$ cat src/rtl/mux16_scan_ctrl_pkg.sv
// mux16_scan_pkg: shared types and constants for the 16:1 mux scan sequencer.
//   NCH  - number of mux channels scanned per word
//   SELW - width of the mux select
//   CNTW - width of the settle counter
//   scan_state_e - sequencer FSM states
package mux16_scan_pkg;

   localparam int NCH  = 16;
   localparam int SELW = 4;
   localparam int CNTW = 4;

   typedef enum logic [1:0] {
      ST_IDLE   = 2'd0,
      ST_SETTLE = 2'd1,
      ST_SAMPLE = 2'd2,
      ST_HOLD   = 2'd3
   } scan_state_e;

   // True when the select points at the final channel of a scan.
   function automatic logic is_last_ch(input logic [SELW-1:0] s);
      return (s == 4'd15);
   endfunction

endpackage

$ cat src/rtl/mux16_scan_ctrl_if.sv
// mux16_scan_ctrl_if: bundle between the scan sequencer, the mux and the word consumer.
//   start    - scan request (sampled only while idle)
//   sel      - mux select driven by the sequencer
//   mux_in   - single-bit mux output, combinational from sel
//   busy     - scan or hold in progress
//   data_out - assembled word, bit i = channel i sample
//   valid    - data_out holds a new word
//   ready    - consumer accepts the word when valid && ready
// master: the sequencer side; slave: the environment (mux + requester + consumer).
interface mux16_scan_ctrl_if;
   import mux16_scan_pkg::*;

   logic            start;
   logic [SELW-1:0] sel;
   logic            mux_in;
   logic            busy;
   logic [NCH-1:0]  data_out;
   logic            valid;
   logic            ready;

   modport master (
      input  start, mux_in, ready,
      output sel, busy, data_out, valid
   );

   modport slave (
      output start, mux_in, ready,
      input  sel, busy, data_out, valid
   );

endinterface

$ cat src/rtl/mux16_scan_ctrl_settle_cnt.sv
// scan_settle_cnt: loadable down-counter with a zero flag, used to time settle intervals.
//   clk, rst_n  - clock, asynchronous active-low reset
//   load_i      - load load_val_i (has priority over dec_i)
//   load_val_i  - value to load
//   dec_i       - decrement by one; holds at zero
//   zero_o      - count is zero
module scan_settle_cnt #(
   parameter int W = 4
) (
   input  logic         clk,
   input  logic         rst_n,
   input  logic         load_i,
   input  logic [W-1:0] load_val_i,
   input  logic         dec_i,
   output logic         zero_o
);

   logic [W-1:0] cnt_q;
   logic [W-1:0] cnt_d;

   // Next count: load wins, otherwise decrement without wrapping below zero.
   always_comb begin
      cnt_d = cnt_q;
      if (load_i) begin
         cnt_d = load_val_i;
      end else if (dec_i && (cnt_q != '0)) begin
         cnt_d = cnt_q - W'(1);
      end else begin
         cnt_d = cnt_q;
      end
   end

   // Count register.
   always_ff @(posedge clk or negedge rst_n) begin
      if (!rst_n) begin
         cnt_q <= '0;
      end else begin
         cnt_q <= cnt_d;
      end
   end

   assign zero_o = (cnt_q == '0);

endmodule

$ cat src/rtl/mux16_scan_ctrl.sv
// mux16_scan_ctrl: steps a 16:1 mux select through channels 0..15, samples the mux
// output after SETTLE extra cycles per channel, assembles a 16-bit word and hands it
// over with valid/ready.
//   clk   - clock, rising edge
//   rst_n - asynchronous active-low reset; an interrupted scan is discarded
//   bus   - mux16_scan_ctrl_if master modport (start/sel/mux_in/busy/data_out/valid/ready)
// Parameter SETTLE (0..15): extra wait cycles between a select change and its sample.
module mux16_scan_ctrl
   import mux16_scan_pkg::*;
#(
   parameter int SETTLE = 1
) (
   input  logic                  clk,
   input  logic                  rst_n,
   mux16_scan_ctrl_if.master     bus
);

   localparam logic [CNTW-1:0] SETTLE_V = CNTW'(SETTLE);

   scan_state_e     state_q;
   scan_state_e     state_d;
   logic [SELW-1:0] sel_q;
   logic [NCH-1:0]  shadow_q;
   logic [NCH-1:0]  data_q;
   logic            valid_q;

   logic            cnt_zero_s;
   logic            cnt_load_s;
   logic            cnt_dec_s;
   logic            scan_go_s;
   logic            sample_s;
   logic            handoff_s;
   logic            accept_s;
   logic            last_ch_s;

   assign last_ch_s = is_last_ch(sel_q);

   scan_settle_cnt #(.W(CNTW)) u_settle_cnt (
      .clk        (clk),
      .rst_n      (rst_n),
      .load_i     (cnt_load_s),
      .load_val_i (SETTLE_V),
      .dec_i      (cnt_dec_s),
      .zero_o     (cnt_zero_s)
   );

   // FSM state register.
   always_ff @(posedge clk or negedge rst_n) begin
      if (!rst_n) begin
         state_q <= ST_IDLE;
      end else begin
         state_q <= state_d;
      end
   end

   // FSM next-state logic.
   always_comb begin
      state_d = state_q;
      case (state_q)
         ST_IDLE: begin
            if (bus.start) state_d = ST_SETTLE;
            else           state_d = ST_IDLE;
         end
         ST_SETTLE: begin
            // The counter is checked before it decrements, so SETTLE lasts SETTLE+1 cycles.
            if (cnt_zero_s) state_d = ST_SAMPLE;
            else            state_d = ST_SETTLE;
         end
         ST_SAMPLE: begin
            if (last_ch_s) state_d = ST_HOLD;
            else           state_d = ST_SETTLE;
         end
         ST_HOLD: begin
            if (valid_q && bus.ready) state_d = ST_IDLE;
            else                      state_d = ST_HOLD;
         end
         default: state_d = ST_IDLE;
      endcase
   end

   // FSM output decode: one-cycle control strobes for counter and datapath.
   always_comb begin
      scan_go_s  = 1'b0;
      sample_s   = 1'b0;
      handoff_s  = 1'b0;
      accept_s   = 1'b0;
      cnt_dec_s  = 1'b0;
      case (state_q)
         ST_IDLE:   scan_go_s = bus.start;
         ST_SETTLE: cnt_dec_s = 1'b1;
         ST_SAMPLE: begin
            sample_s  = 1'b1;
            handoff_s = last_ch_s;
         end
         ST_HOLD:   accept_s = valid_q & bus.ready;
         default: begin
            scan_go_s = 1'b0;
         end
      endcase
      cnt_load_s = scan_go_s | (sample_s & ~last_ch_s);
   end

   // Datapath: select stepping, shadow capture and word handoff.
   always_ff @(posedge clk or negedge rst_n) begin
      if (!rst_n) begin
         sel_q    <= '0;
         shadow_q <= '0;
         data_q   <= '0;
         valid_q  <= 1'b0;
      end else begin
         if (scan_go_s) begin
            sel_q <= '0;
         end else if (sample_s && !last_ch_s) begin
            sel_q <= sel_q + 4'd1;
         end else begin
            sel_q <= sel_q;
         end

         if (sample_s) begin
            shadow_q[sel_q] <= bus.mux_in;
         end else begin
            shadow_q <= shadow_q;
         end

         // The channel-15 bit is taken straight from the mux since the shadow
         // bit is only written at this same edge.
         if (handoff_s) begin
            data_q  <= {bus.mux_in, shadow_q[NCH-2:0]};
            valid_q <= 1'b1;
         end else if (accept_s) begin
            data_q  <= data_q;
            valid_q <= 1'b0;
         end else begin
            data_q  <= data_q;
            valid_q <= valid_q;
         end
      end
   end

   assign bus.sel      = sel_q;
   assign bus.data_out = data_q;
   assign bus.valid    = valid_q;
   assign bus.busy     = (state_q != ST_IDLE);

endmodule

$ cat src/flat_wrapper.sv
// flat-port wrapper written by rule: the top's interface ports become plain ports
module mux16_scan_ctrl_flat import mux16_scan_pkg::*;
#(
   parameter int SETTLE = 1
)
  (clk, rst_n, bus_start, bus_mux_in, bus_ready, bus_sel, bus_busy, bus_data_out, bus_valid);
  mux16_scan_ctrl_if bus_i ();
  input  logic clk;
  input  logic rst_n;
  input wire logic [$bits(bus_i.start)-1:0] bus_start;
  input wire logic [$bits(bus_i.mux_in)-1:0] bus_mux_in;
  input wire logic [$bits(bus_i.ready)-1:0] bus_ready;
  output wire logic [$bits(bus_i.sel)-1:0] bus_sel;
  output wire logic [$bits(bus_i.busy)-1:0] bus_busy;
  output wire logic [$bits(bus_i.data_out)-1:0] bus_data_out;
  output wire logic [$bits(bus_i.valid)-1:0] bus_valid;
  assign bus_i.start = bus_start;
  assign bus_i.mux_in = bus_mux_in;
  assign bus_i.ready = bus_ready;
  assign bus_sel = bus_i.sel;
  assign bus_busy = bus_i.busy;
  assign bus_data_out = bus_i.data_out;
  assign bus_valid = bus_i.valid;
  mux16_scan_ctrl #(.SETTLE(SETTLE)) u_core (.clk(clk), .rst_n(rst_n), .bus(bus_i));
endmodule
$ cat config.mk
export PLATFORM = sky130hd
export DESIGN_NAME = mux16_scan_ctrl_flat
export DESIGN_NICKNAME = d
export VERILOG_FILES = /design/src/rtl/mux16_scan_ctrl_pkg.sv /design/src/rtl/mux16_scan_ctrl_if.sv /design/src/rtl/mux16_scan_ctrl_settle_cnt.sv /design/src/rtl/mux16_scan_ctrl.sv /design/src/flat_wrapper.sv
export SDC_FILE = /design/constraint.sdc
export NUM_CORES = 1
export LEC_CHECK = 0
export CAP_MARGIN = 0
export CORE_MARGIN = 3
export CORE_UTILIZATION = 30
export DETAILED_ROUTE_END_ITERATION = 16
export PLACE_DENSITY = 0.57
export SLEW_MARGIN = 40
export SYNTH_ARGS = -nofsm -noshare
export SYNTH_HDL_FRONTEND = slang
export SYNTH_SLANG_ARGS = --single-unit
$ cat constraint.sdc
create_clock -name clk -period 4.45 [get_ports clk]
set_clock_uncertainty 0.15 [all_clocks]
set_input_delay 0.445 -clock clk [delete_from_list [all_inputs] [get_ports clk]]
set_output_delay 0.445 -clock clk [all_outputs]
set_load 0.05 [all_outputs]
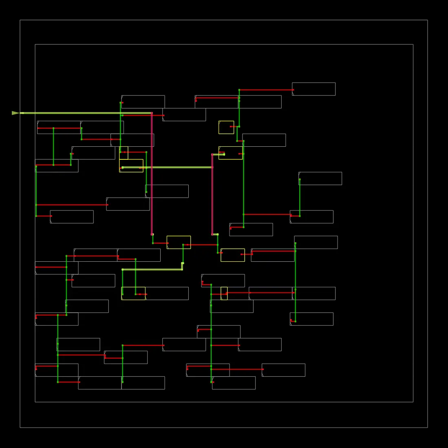
(run_1/clock_nets.png)
TritonCTS Buffers: 5
Clock group: 0.240 mW
flop count: 42

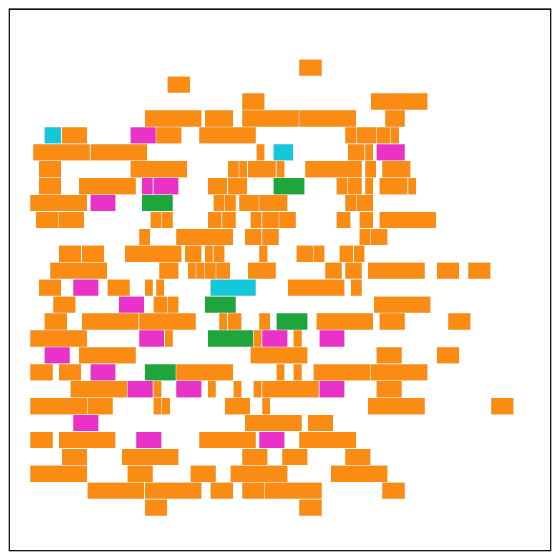
(run_1/sizing.png)
| colour | size | cells | share |
|---|---|---|---|
| orange | x1 and smaller | 160 | 86% |
| green | x6 and larger | 6 | 3.2% |
| magenta | x2 | 18 | 9.6% |
| cyan | x3 and x4 | 3 | 1.6% |

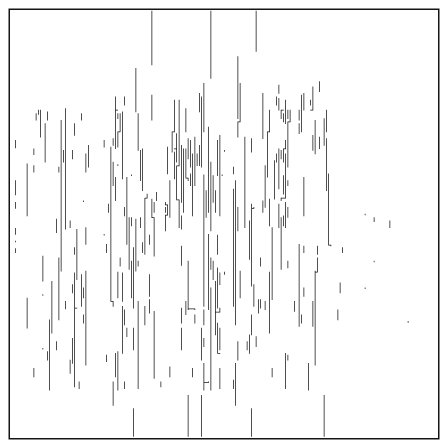
(run_1/m2.png)
nets with wire on the layer: 169
wire length on this layer: 1520 um
main direction: vertical

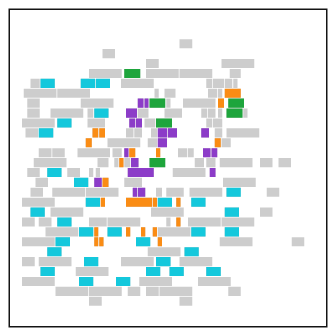
(run_1/gates.png)
| colour | family | cells | most used |
|---|---|---|---|
| cyan | mux cells | 31 | mux2_2 |
| orange | nor cells | 22 | nor2_1 |
| green | fa/ha/maj cells | 6 | ha_1 |
| purple | nand cells | 18 | nand3_1 |

==> impl_metrics.env, run 1 <==
# flow metrics
export IMPL_status="complete, but fails checks"
export IMPL_violations="hold timing"
export IMPL_p_comb_share_pct=28.5
export IMPL_p_sw_mw=0.390
export IMPL_cp_top_family="buffers and inverters"
export IMPL_viasPerCell=4.80
export IMPL_vias=1257
export IMPL_fp_util_pct=31.9
export IMPL_clkPwrFrac_pct=22.2
export IMPL_grt_pass1_wl_um=6210
export IMPL_setup_viol_count_final=0
export IMPL_drt_drc_violations_left=0
export IMPL_worstSetupStartpoint="u_core.state_q[1]"
export IMPL_placed_cells=254
export IMPL_fp_row_count=28
export IMPL_hold_viol_final=39
export IMPL_final_cells=262
export IMPL_wl_met3_um=220
export IMPL_max_stage_delay_ns=0.81
export IMPL_r2r_cells=3
export IMPL_routed_top_layer="met4"
export IMPL_wirelength_um=3550
export IMPL_rsz0062_at_grt="false"
export IMPL_ys_seq_elements=42
export IMPL_dp_hpwl_um=2410
export IMPL_nFillCells=596
export IMPL_place_congestion=0.751
export IMPL_pwr_share_seq_pct=49.3
export IMPL_post_cts_resize_count=0
export IMPL_end_kind="primary output"
export IMPL_dieHeight_um=86.8
export IMPL_drtPass1Iterations=4
export IMPL_ys_cells=160
export IMPL_power_density_nw_per_um2=459
export IMPL_grt_overflow=0
export IMPL_cts_tree="built"
export IMPL_rr_endpoint="u_core.shadow_q[2]"
export IMPL_topCellsByArea="dfrtp_1 54%, mux2_2 9.2%, mux2_1 8.6%"
export IMPL_yosysTopAreaCell="dfrtp_1"
export IMPL_cts_num_sinks=42
export IMPL_place_ws_ns=2.15
export IMPL_clk_pin_slew_ns=0.08
export IMPL_cts_root_buf="clkbuf_8"
export IMPL_insertion_delay_ns=0.29
export IMPL_critPathRequiredTime_ns=3.86
export IMPL_ir_drop_mv=0.237
export IMPL_ant_nets=0
export IMPL_grt_pass1_vias=1213
export IMPL_ys_seq_share_pct=53.7
export IMPL_ios=27
export IMPL_post_cts_buffers=0
export IMPL_final_max_slew_viol_count=0
export IMPL_seqCellArea_um2=1050
export IMPL_critPathLaunchType="register"
export IMPL_clk_path_buf_depth=2
export IMPL_worst_pin_slew_ns=0.576
export IMPL_wl_met2_um=1520
export IMPL_tns_ns=0
export IMPL_cp_cell_sequence="nor2_1 > inv_1 > clkdlybuf4s50_1"
export IMPL_synthesis_area_um2=1960
export IMPL_synth_top_cell_area_share_pct=53.7
export IMPL_arrival_ns=2.03
export IMPL_dieArea_um2=7530
export IMPL_maxSlewHeadroom_pct=61.6
export IMPL_track_usage_pct=10.6
export IMPL_period_used_pct=59.1
export IMPL_r2r_setup_slack_ns=2.52
export IMPL_yosys_area_um2=1960
export IMPL_swShare_pct=36.1
export IMPL_hold_slack_ns=-0.0229
export IMPL_rr_startpoint="u_core.state_q[1]"
export IMPL_syn_nets=171
export IMPL_cts_hold_buf=0
export IMPL_drt_iter0_drc=58
export IMPL_power_leakage_nw=1.12
export IMPL_diodes=0
export IMPL_clock_fmax_mhz=380
export IMPL_nets=197
export IMPL_critPathSlowestCell="clkdlybuf4s50_1"
export IMPL_ys_types=35
export IMPL_cts_htree_levels=2
export IMPL_fp_dieW_um=86.8
export IMPL_hp_class="in -> async"
export IMPL_layout_top_cell="dfrtp_1"
export IMPL_worst_setup_path_type="reg -> out"
export IMPL_maxCapViolCount=0
export IMPL_setup_slack_ns=1.82
export IMPL_tool_warnings=30
export IMPL_drive_gt1_share_pct=14.4
export IMPL_synth_warnings=0
export IMPL_grt_max_degree=43
export IMPL_coreArea_um2=6130
export IMPL_wl_met1_um=1770
export IMPL_io_buffers=26
export IMPL_antenna_found_initial=0
export IMPL_post_route_min_period_ns=2.63
export IMPL_path_max_fanout=19
export IMPL_syn_inst=160
export IMPL_wl_per_cell_um=13.6
export IMPL_synth_avg_cell_area_um2=12.2
export IMPL_final_cell_mix="42 x dfrtp_1, 25 x clkdlybuf4s50_1, 16 x mux2_2, 15 x mux2_1, 13 x nor2_1"
export IMPL_intPower_mw=0.689
export IMPL_crit_buf_inv=2
export IMPL_area_growth_syn_to_layout_pct=20.1
export IMPL_logic_area_um2=830
## run 1: per-stage QoR
| stage | cell area [um^2] | power (mW) | utilization [%] |
|---|---|---|---|
| after floorplan | 1960 | 0.764 | - |
| after global placement | 2260 | 0.848 | 36.9 |
| after detailed placement | 2270 | 0.849 | 37.0 |
| after CTS | 2350 | 1.10 | 38.4 |
| after global routing | 2350 | 1.16 | 38.4 |
| final | 2350 | 1.08 | 38.4 |
## run 1: metal layers
| metal | GRT usage [%] | vias to the layer above |
|---|---|---|
| met4 | 3.40 | 0 |
| met1 | 15.4 | 606 |
| met3 | 3.71 | 5 |
| li1 | - | 617 |
| met5 | 0 | - |
| met2 | 14.5 | 29 |
## run 1: power groups by stage
| stage | sequential (mW) | combinational, mW | clock [mW] |
|---|---|---|---|
| 3_5_place_dp | 0.541 | 0.308 | 0 |
| 5_1_grt | 0.547 | 0.343 | 0.267 |
| 6_report | 0.531 | 0.308 | 0.240 |
| 3_3_place_gp | 0.539 | 0.309 | 0 |
| 4_1_cts | 0.533 | 0.314 | 0.254 |
| 2_1_floorplan | 0.549 | 0.215 | 0 |
## run 1: registers in the layout, summed over array words and instances (netlist names)
signal and flops:
u_core.bus.sel 4, u_core.bus.valid 1, u_core.bus.data_out 16, u_core.shadow_q 15, u_core.state_q 2, u_core.u_settle_cnt.cnt_q 4
## run 1: logic make-up (layout without fill, tap and decap cells)
kind of cell               Yosys count  count (layout)  share of synthesized area [%]
adders and majority gates            6               6                           3.83
and+or+nand+nor                     44              44                           13.4
DFF                                 42              42                           53.7
AOI/OAI and AO/OA                   21              21                           7.35
buffers and inverters               16              43                           3.96
muxes                               31              31                           17.8
## run 1: cell type report
| class | count | share of cell area [%] |
|---|---|---|
| sequential | 42 | 44.7 |
| multi-input combinational | 102 | 35.3 |
| inverter | 9 | 1.44 |
| clock buffer | 6 | 3.09 |
| tap | 75 | 3.99 |
| clock inverter | 2 | 0.585 |
| timing repair buffer | 26 | 11.0 |
## run 1: Yosys cell counts (all sizes together)
library cell and count:
nand2b 4, nor2 14, a22o 2, ha 6, o21a 2, clkbuf 2, dfrtp 42, o21bai 1
nor3b 1, a21o 2, and2b 1, inv 9, or3 2, nand2 3, a221oi 1, nand3b 4
o211ai 1, o21ai 2, a311oi 1, mux2 31, and3 1, buf 5, a211oi 1, nand4b 1
a31oi 2, a21oi 5, nand4 1, o2111ai 1, nor3 7, nand3 5
## run 1: worst max-delay path by stage
stage	cells after the start	to
floorplan	5	u_core.bus.data_out[0]
global placement	3	bus_busy
detailed placement	3	bus_busy
CTS	3	bus_busy
global route	3	bus_busy
finish	3	bus_busy
==> run_1/class_map.png <==
Bar = 20 um. Fill, decap, tap and diode cells in grey.
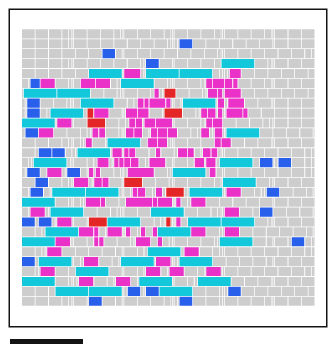

==> run 2, diff against run 1 <==
- clock period: 4.45 -> 2.73 ns (I/O delays scaled with it)
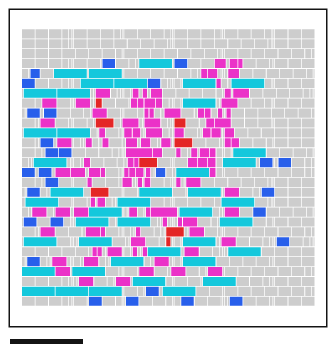
(run_2/class_map.png)
Bar = 20 um. Fill, decap, tap and diode cells in grey.
| colour | class | cells |
|---|---|---|
| magenta | remaining logic cells | 111 |
| red | clock drivers and dummy loads | 8 |
| blue | remaining buffers and delay cells | 28 |
| cyan | registers | 42 |

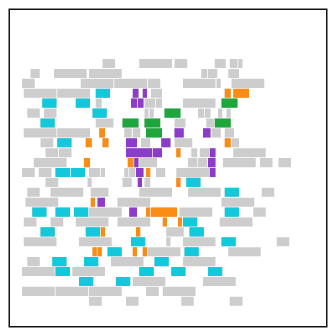
(run_2/gates.png)
| colour | family | cells | most used |
|---|---|---|---|
| purple | nand cells | 18 | nand3_1 |
| green | fa/ha/maj cells | 6 | ha_1 |
| orange | nor cells | 22 | nor2_1 |
| cyan | mux cells | 31 | mux2_2 |

==> run 2 against run 1 <==
Net effect: final cell count up 0.76%; combinational power increased by 73%; die area unchanged; the run now ends clean; first-iteration DRC count is 8.6% lower; global-route usage rose by 0.084 points; worst hold slack gained 0.36 ns; highest routed layer unchanged; critical path depth did not move; worst setup slack worse by 1.4 ns.
==> impl_metrics.env, run 2 <==
# flow metrics
export IMPL_placed_cells=255
export IMPL_wl_per_cell_um=14.1
export IMPL_drt_iter0_drc=53
export IMPL_cts_hold_buf=1
export IMPL_yosysTopAreaCell="dfrtp_1"
export IMPL_worst_pin_slew_ns=0.541
export IMPL_clk_pin_slew_ns=0.09
export IMPL_post_cts_buffers=0
export IMPL_path_max_fanout=16
export IMPL_synth_top_cell_area_share_pct=53.7
export IMPL_post_cts_resize_count=0
export IMPL_cts_num_sinks=42
export IMPL_maxCapViolCount=0
export IMPL_rr_endpoint="u_core.bus.data_out[3]"
export IMPL_io_buffers=26
export IMPL_final_cells=264
export IMPL_grt_pass1_vias=1265
export IMPL_tool_warnings=30
export IMPL_insertion_delay_ns=0.29
export IMPL_hold_path_startpoint="u_core.bus.data_out[13]"
export IMPL_critPathSlowestCell="clkdlybuf4s50_1"
export IMPL_critPathRequiredTime_ns=2.31
export IMPL_drt_drc_violations_left=0
export IMPL_viasPerCell=4.79
export IMPL_clkPwrFrac_pct=22.5
export IMPL_cp_cell_sequence="nor2_1 > inv_1 > clkdlybuf4s50_1"
export IMPL_setup_slack_ns=0.419
export IMPL_top_cells_by_count="42 x dfrtp_1, 16 x mux2_2, 15 x mux2_1"
export IMPL_r2r_cells=4
export IMPL_tns_ns=0
export IMPL_final_max_slew_viol_count=0
export IMPL_cts_root_buf="clkbuf_8"
export IMPL_clk_path_buf_depth=2
export IMPL_worst_setup_path_type="reg -> out"
export IMPL_async_reset_ff_share_pct=100
export IMPL_power_leakage_nw=1.13
export IMPL_fp_dieW_um=86.8
export IMPL_nFillCells=617
export IMPL_dieArea_um2=7530
export IMPL_status="completed"
export IMPL_hold_viol_final=0
export IMPL_critPathLaunchType="register"
export IMPL_ys_types=35
export IMPL_diodes=0
export IMPL_grt_max_degree=43
export IMPL_cts_tree="built"
export IMPL_grt_pass1_wl_um=6290
export IMPL_min_to="u_core.bus.data_out[13]"
export IMPL_r2r_setup_slack_ns=0.84
export IMPL_drive_gt1_share_pct=14.8
export IMPL_cts_htree_levels=2
export IMPL_ys_seq_share_pct=53.7
export IMPL_nets=199
export IMPL_p_comb_share_pct=29.9
export IMPL_synthesis_area_um2=1960
export IMPL_dp_hpwl_um=2490
export IMPL_clock_fmax_mhz=433
export IMPL_swShare_pct=36.4
export IMPL_fp_util_pct=31.9
export IMPL_drtPass1Iterations=4
export IMPL_topCellsByArea="dfrtp_1 54%, mux2_2 9.2%, mux2_1 8.6%"
export IMPL_syn_nets=171
export IMPL_place_ws_ns=0.769
export IMPL_pwr_share_seq_pct=47.6
export IMPL_crit_buf_inv=2
export IMPL_layout_top_cell="dfrtp_1"
export IMPL_rr_startpoint="u_core.bus.sel[1]"
export IMPL_hp_class="reg -> reg"
export IMPL_final_cell_mix="42 x dfrtp_1, 25 x clkdlybuf4s50_1, 16 x mux2_2, 15 x mux2_1, 13 x nor2_1"
export IMPL_post_route_min_period_ns=2.31
export IMPL_synthMostInstantiatedCell="dfrtp_1"
export IMPL_area_growth_syn_to_layout_pct=21.0
export IMPL_syn_inst=160
export IMPL_ios=27
export IMPL_place_congestion=0.711
export IMPL_track_usage_pct=10.7
export IMPL_arrival_ns=1.89
export IMPL_synth_warnings=0
export IMPL_grt_overflow=0
export IMPL_rsz0062_at_grt="false"
export IMPL_antenna_found_initial=0
export IMPL_holdPathStages=1
export IMPL_max_stage_delay_ns=0.80
export IMPL_ir_drop_mv=0.324
export IMPL_cp_top_family="buffers and inverters"
export IMPL_numCtsBuffers=5
export IMPL_p_sw_mw=0.647
export IMPL_power_density_nw_per_um2=750
export IMPL_fp_row_count=28
export IMPL_ant_nets=0
export IMPL_synth_avg_cell_area_um2=12.2
export IMPL_intPower_mw=1.13
export IMPL_maxSlewHeadroom_pct=63.9
export IMPL_edf_count=0
export IMPL_period_used_pct=84.6
export IMPL_end_kind="primary output"
export IMPL_synth_main_ff_cell="dfrtp_1"
export IMPL_wirelength_um=3730
export IMPL_yosys_area_um2=1960
export IMPL_vias=1265
export IMPL_dieHeight_um=86.8
export IMPL_ys_cells=160
export IMPL_setup_viol_count_final=0
export IMPL_coreArea_um2=6130
export IMPL_ys_seq_elements=42
export IMPL_largest_reg_flops=16
## run 2: cell counts after synthesis
No cell type changed its count.
## run 2: power groups by stage
stage	clock network (mW)	registers, mW	logic [mW]
global route	0.440	0.869	0.599
finish	0.399	0.845	0.532
floorplan	0	0.895	0.351
detailed placement	0	0.858	0.538
CTS	0.412	0.847	0.542
global placement	0	0.855	0.527
## run 2: per-layer routing
metal  GRT usage [%]  vias up  wire length (um)
met5               0        -                 0
met4            3.40        0                48
met3            3.52        7               166
met2            14.6       26              1540
met1            15.7      611              1980
li1                -      621                 -
## run 2: cell type report
| type | count | area, um^2 | area share (%) |
|---|---|---|---|
| Sequential cell | 42 | 1050 | 44.4 |
| Multi-Input combinational cell | 102 | 830 | 35.0 |
| Timing Repair Buffer | 28 | 275 | 11.6 |
| Tap cell | 75 | 93.8 | 3.96 |
| Clock buffer | 6 | 72.6 | 3.06 |
| Inverter | 9 | 33.8 | 1.43 |
| Clock inverter | 2 | 13.8 | 0.581 |
## run 2: per-stage QoR
stage	util, %	hold slack (ns)	cell area [um^2]	total power [mW]
after detailed placement	37.1	0.147	2270	1.40
after global routing	38.7	0.360	2370	1.91
final	38.7	0.338	2370	1.78
after global placement	37.0	0.319	2270	1.38
after floorplan	-	-0.173	1960	1.25
after CTS	38.7	0.346	2370	1.80
## run 2: kinds of logic after synthesis
kind of cell / share of synthesized area [%]
fa+ha+maj: 3.83
flops: 53.7
compound gates: 7.35
simple gates: 13.4
mux: 17.8
buf+inv: 3.96
## run 2: worst max path at each step
stage | start | end | slack [ns] | cells past startpoint
2_1_floorplan | u_core.bus.sel[1] | u_core.bus.data_out[0] | 0.64 | 5
3_3_place_gp | u_core.state_q[0] | bus_busy | 0.77 | 3
3_5_place_dp | u_core.state_q[0] | bus_busy | 0.77 | 3
4_1_cts | u_core.state_q[0] | bus_busy | 0.43 | 3
5_1_grt | u_core.state_q[0] | bus_busy | 0.28 | 3
6_report | u_core.state_q[0] | bus_busy | 0.42 | 3
==> run_2/sizing.png <==
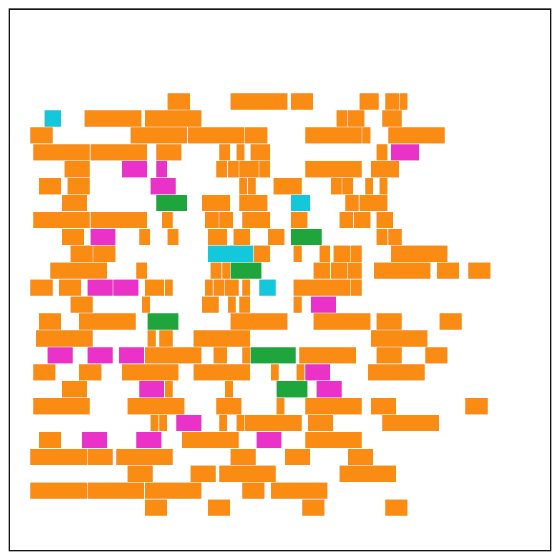

==> run 3, diff against run 2 <==
- PLACE_DENSITY: 0.57 -> 0.59
- clock period: 2.73 -> 1.91 ns (I/O delays scaled with it)
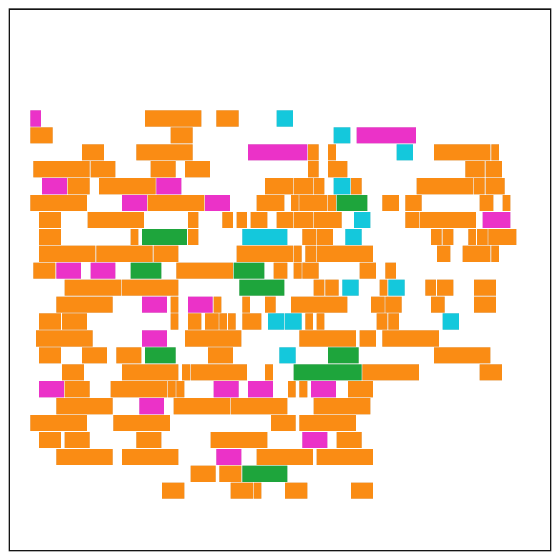
(run_3/sizing.png)
| colour | size | cells | share | most used |
|---|---|---|---|---|
| orange | x1 and smaller | 153 | 78% | dfrtp_1 |
| cyan | x3 and x4 | 13 | 6.7% | buf_4 |
| green | x6 and larger | 9 | 4.6% | clkbuf_8 |
| magenta | x2 | 20 | 10% | mux2_2 |

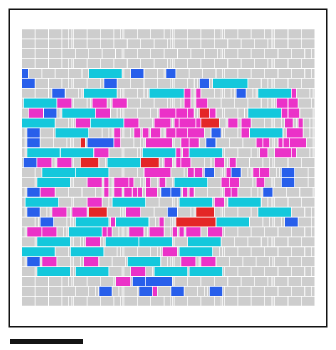
(run_3/class_map.png)
Bar = 20 um. Fill, decap, tap and diode cells in grey.
| colour | class | cells |
|---|---|---|
| cyan | registers | 42 |
| blue | remaining buffers and delay cells | 34 |
| red | clock drivers and dummy loads | 8 |
| magenta | remaining logic cells | 111 |

==> run 3 against run 2 <==
Net effect: final area up 3.3%; register-to-register slack got worse by 0.73 ns; synthesized cell count unchanged; flip-flop count unchanged; via count rose by 2.1%; sequential power up about 40%; worst setup slack worse by 0.32 ns; critical endpoint is now bus_data_out[4]; die area stayed put; synthesized area is the same; non-clock buffer count up 6.
==> impl_metrics.env, run 3 <==
# flow metrics
export IMPL_cts_htree_levels=2
export IMPL_grt_pass1_vias=1332
export IMPL_diodes=0
export IMPL_worst_setup_path_type="reg -> out"
export IMPL_maxSlewHeadroom_pct=63.2
export IMPL_maxCapViolCount=0
export IMPL_power_leakage_nw=1.18
export IMPL_nFillCells=621
export IMPL_ys_cells=160
export IMPL_hp_class="in -> async"
export IMPL_clk_path_buf_depth=2
export IMPL_drtPass1Iterations=4
export IMPL_synth_main_ff_cell="dfrtp_1"
export IMPL_tns_ns=0
export IMPL_fp_row_count=28
export IMPL_fp_util_pct=31.9
export IMPL_cts_num_sinks=42
export IMPL_hold_viol_final=0
export IMPL_grt_max_degree=25
export IMPL_critPathSlowestCell="clkdlybuf4s50_1"
export IMPL_wirelength_um=3770
export IMPL_ios=27
export IMPL_fin_util_pct=39.9
export IMPL_ys_types=35
export IMPL_worst_pin_slew_ns=0.551
export IMPL_placed_area_um2=2330
export IMPL_period_used_pct=94.6
export IMPL_final_max_slew_viol_count=0
export IMPL_cts_tree="built"
export IMPL_largest_reg_flops=16
export IMPL_track_usage_pct=11.1
export IMPL_ir_drop_mv=0.539
export IMPL_ant_nets=0
export IMPL_critPathLaunchType="register"
export IMPL_max_stage_delay_ns=0.81
export IMPL_end_kind="primary output"
export IMPL_insertion_delay_ns=0.29
export IMPL_status="completed"
export IMPL_clk_pin_slew_ns=0.08
export IMPL_post_cts_resize_count=0
export IMPL_arrival_ns=1.47
export IMPL_seqCellArea_um2=1050
export IMPL_layout_top_cell="dfrtp_1"
export IMPL_tool_warnings=30
export IMPL_top_cells_by_count="42 x dfrtp_1, 16 x mux2_2, 15 x mux2_1"
export IMPL_final_cell_mix="40 x dfrtp_1, 19 x clkdlybuf4s50_1, 16 x mux2_2, 15 x mux2_1, 13 x nor2_1"
export IMPL_drt_iter0_drc=41
export IMPL_critPathRequiredTime_ns=1.57
export IMPL_vias=1291
export IMPL_ys_seq_share_pct=53.7
export IMPL_final_cells=270
export IMPL_dieArea_um2=7530
export IMPL_edf_count=0
export IMPL_p_sw_mw=0.933
export IMPL_setup_viol_count_final=0
export IMPL_wl_per_cell_um=13.9
export IMPL_place_congestion=0.777
export IMPL_io_buffers=26
export IMPL_post_cts_buffers=0
export IMPL_grt_overflow=0
export IMPL_swShare_pct=34.4
==> run 3: cell count changes in the layout (fill, tap and decap cells not counted), moves of 2 or more <==
cell / delta
buf_12: +2
clkdlybuf4s50_1: -6
buf_4: +9
dfrtp_2: +2
dfrtp_1: -2
==> run 3: area by class of cell <==
class	count	area share (%)
tap	75	3.83
clock buffer	6	2.96
clock inverter	2	1.53
inverter	9	1.38
sequential	42	43.0
timing repair buffer	34	13.4
multi-input combinational	102	33.9
==> run 3: power groups by stage <==
stage          combinational (mW)  sequential (mW)  clock (mW)
2_1_floorplan               0.501             1.28           0
3_3_place_gp                0.830             1.20           0
3_5_place_dp                0.839             1.20           0
4_1_cts                     0.844             1.18       0.710
5_1_grt                     0.926             1.21       0.756
6_report                    0.833             1.18       0.696
==> run 3: cells by family (layout without fill, tap and decap cells) <==
logic type	after synthesis	count (layout)	share of synthesized area (%)
AND-OR/OR-AND	21	21	7.35
multiplexers	31	31	17.8
flip-flops	42	42	53.7
buffers and inverters	16	51	3.96
adder cells (fa/ha/maj)	6	6	3.83
AND/OR/NAND/NOR	44	44	13.4
==> run 3: worst paths after layout <==
path                                         from                      end  slack (ns)  depth (start not counted)
min reg2reg                    u_core.shadow_q[2]   u_core.bus.data_out[2]        0.34                          1
max in group asynchronous                   rst_n      u_core.shadow_q[13]        0.89                          3
max                        u_core.bus.data_out[4]          bus_data_out[4]        0.10                          1
max reg2reg                     u_core.bus.sel[1]  u_core.bus.data_out[11]        0.11                          4
min in group clk               u_core.shadow_q[2]   u_core.bus.data_out[2]        0.34                          1
min                                         rst_n   u_core.bus.data_out[1]        0.23                          2
==> run 3: layer usage <==
layer | global-route usage [%] | part of all wire (%) | up-vias
met5 | 0 | 0 | -
met4 | 3.82 | 1.5 | 0
met3 | 3.33 | 4.1 | 7
met2 | 16.6 | 45 | 24
met1 | 15.3 | 49 | 627
li1 | - | - | 633
==> run 3: through the flow <==
step	hold slack [ns]	worst slack, ns
2_1_floorplan	-0.255	0.00459
3_3_place_gp	0.0319	0.0986
3_5_place_dp	0.0271	0.0682
4_1_cts	0.239	0.0536
5_1_grt	0.264	0.0190
6_report	0.228	0.103
==> run 3: repair_timing <==
action	4_1_cts	5_1_grt
hold buffers	1	0
endpoints found under the hold margin	18	0
setup endpoints to repair	0	3
No activity file was given, so power comes from the tool's default toggle rates.
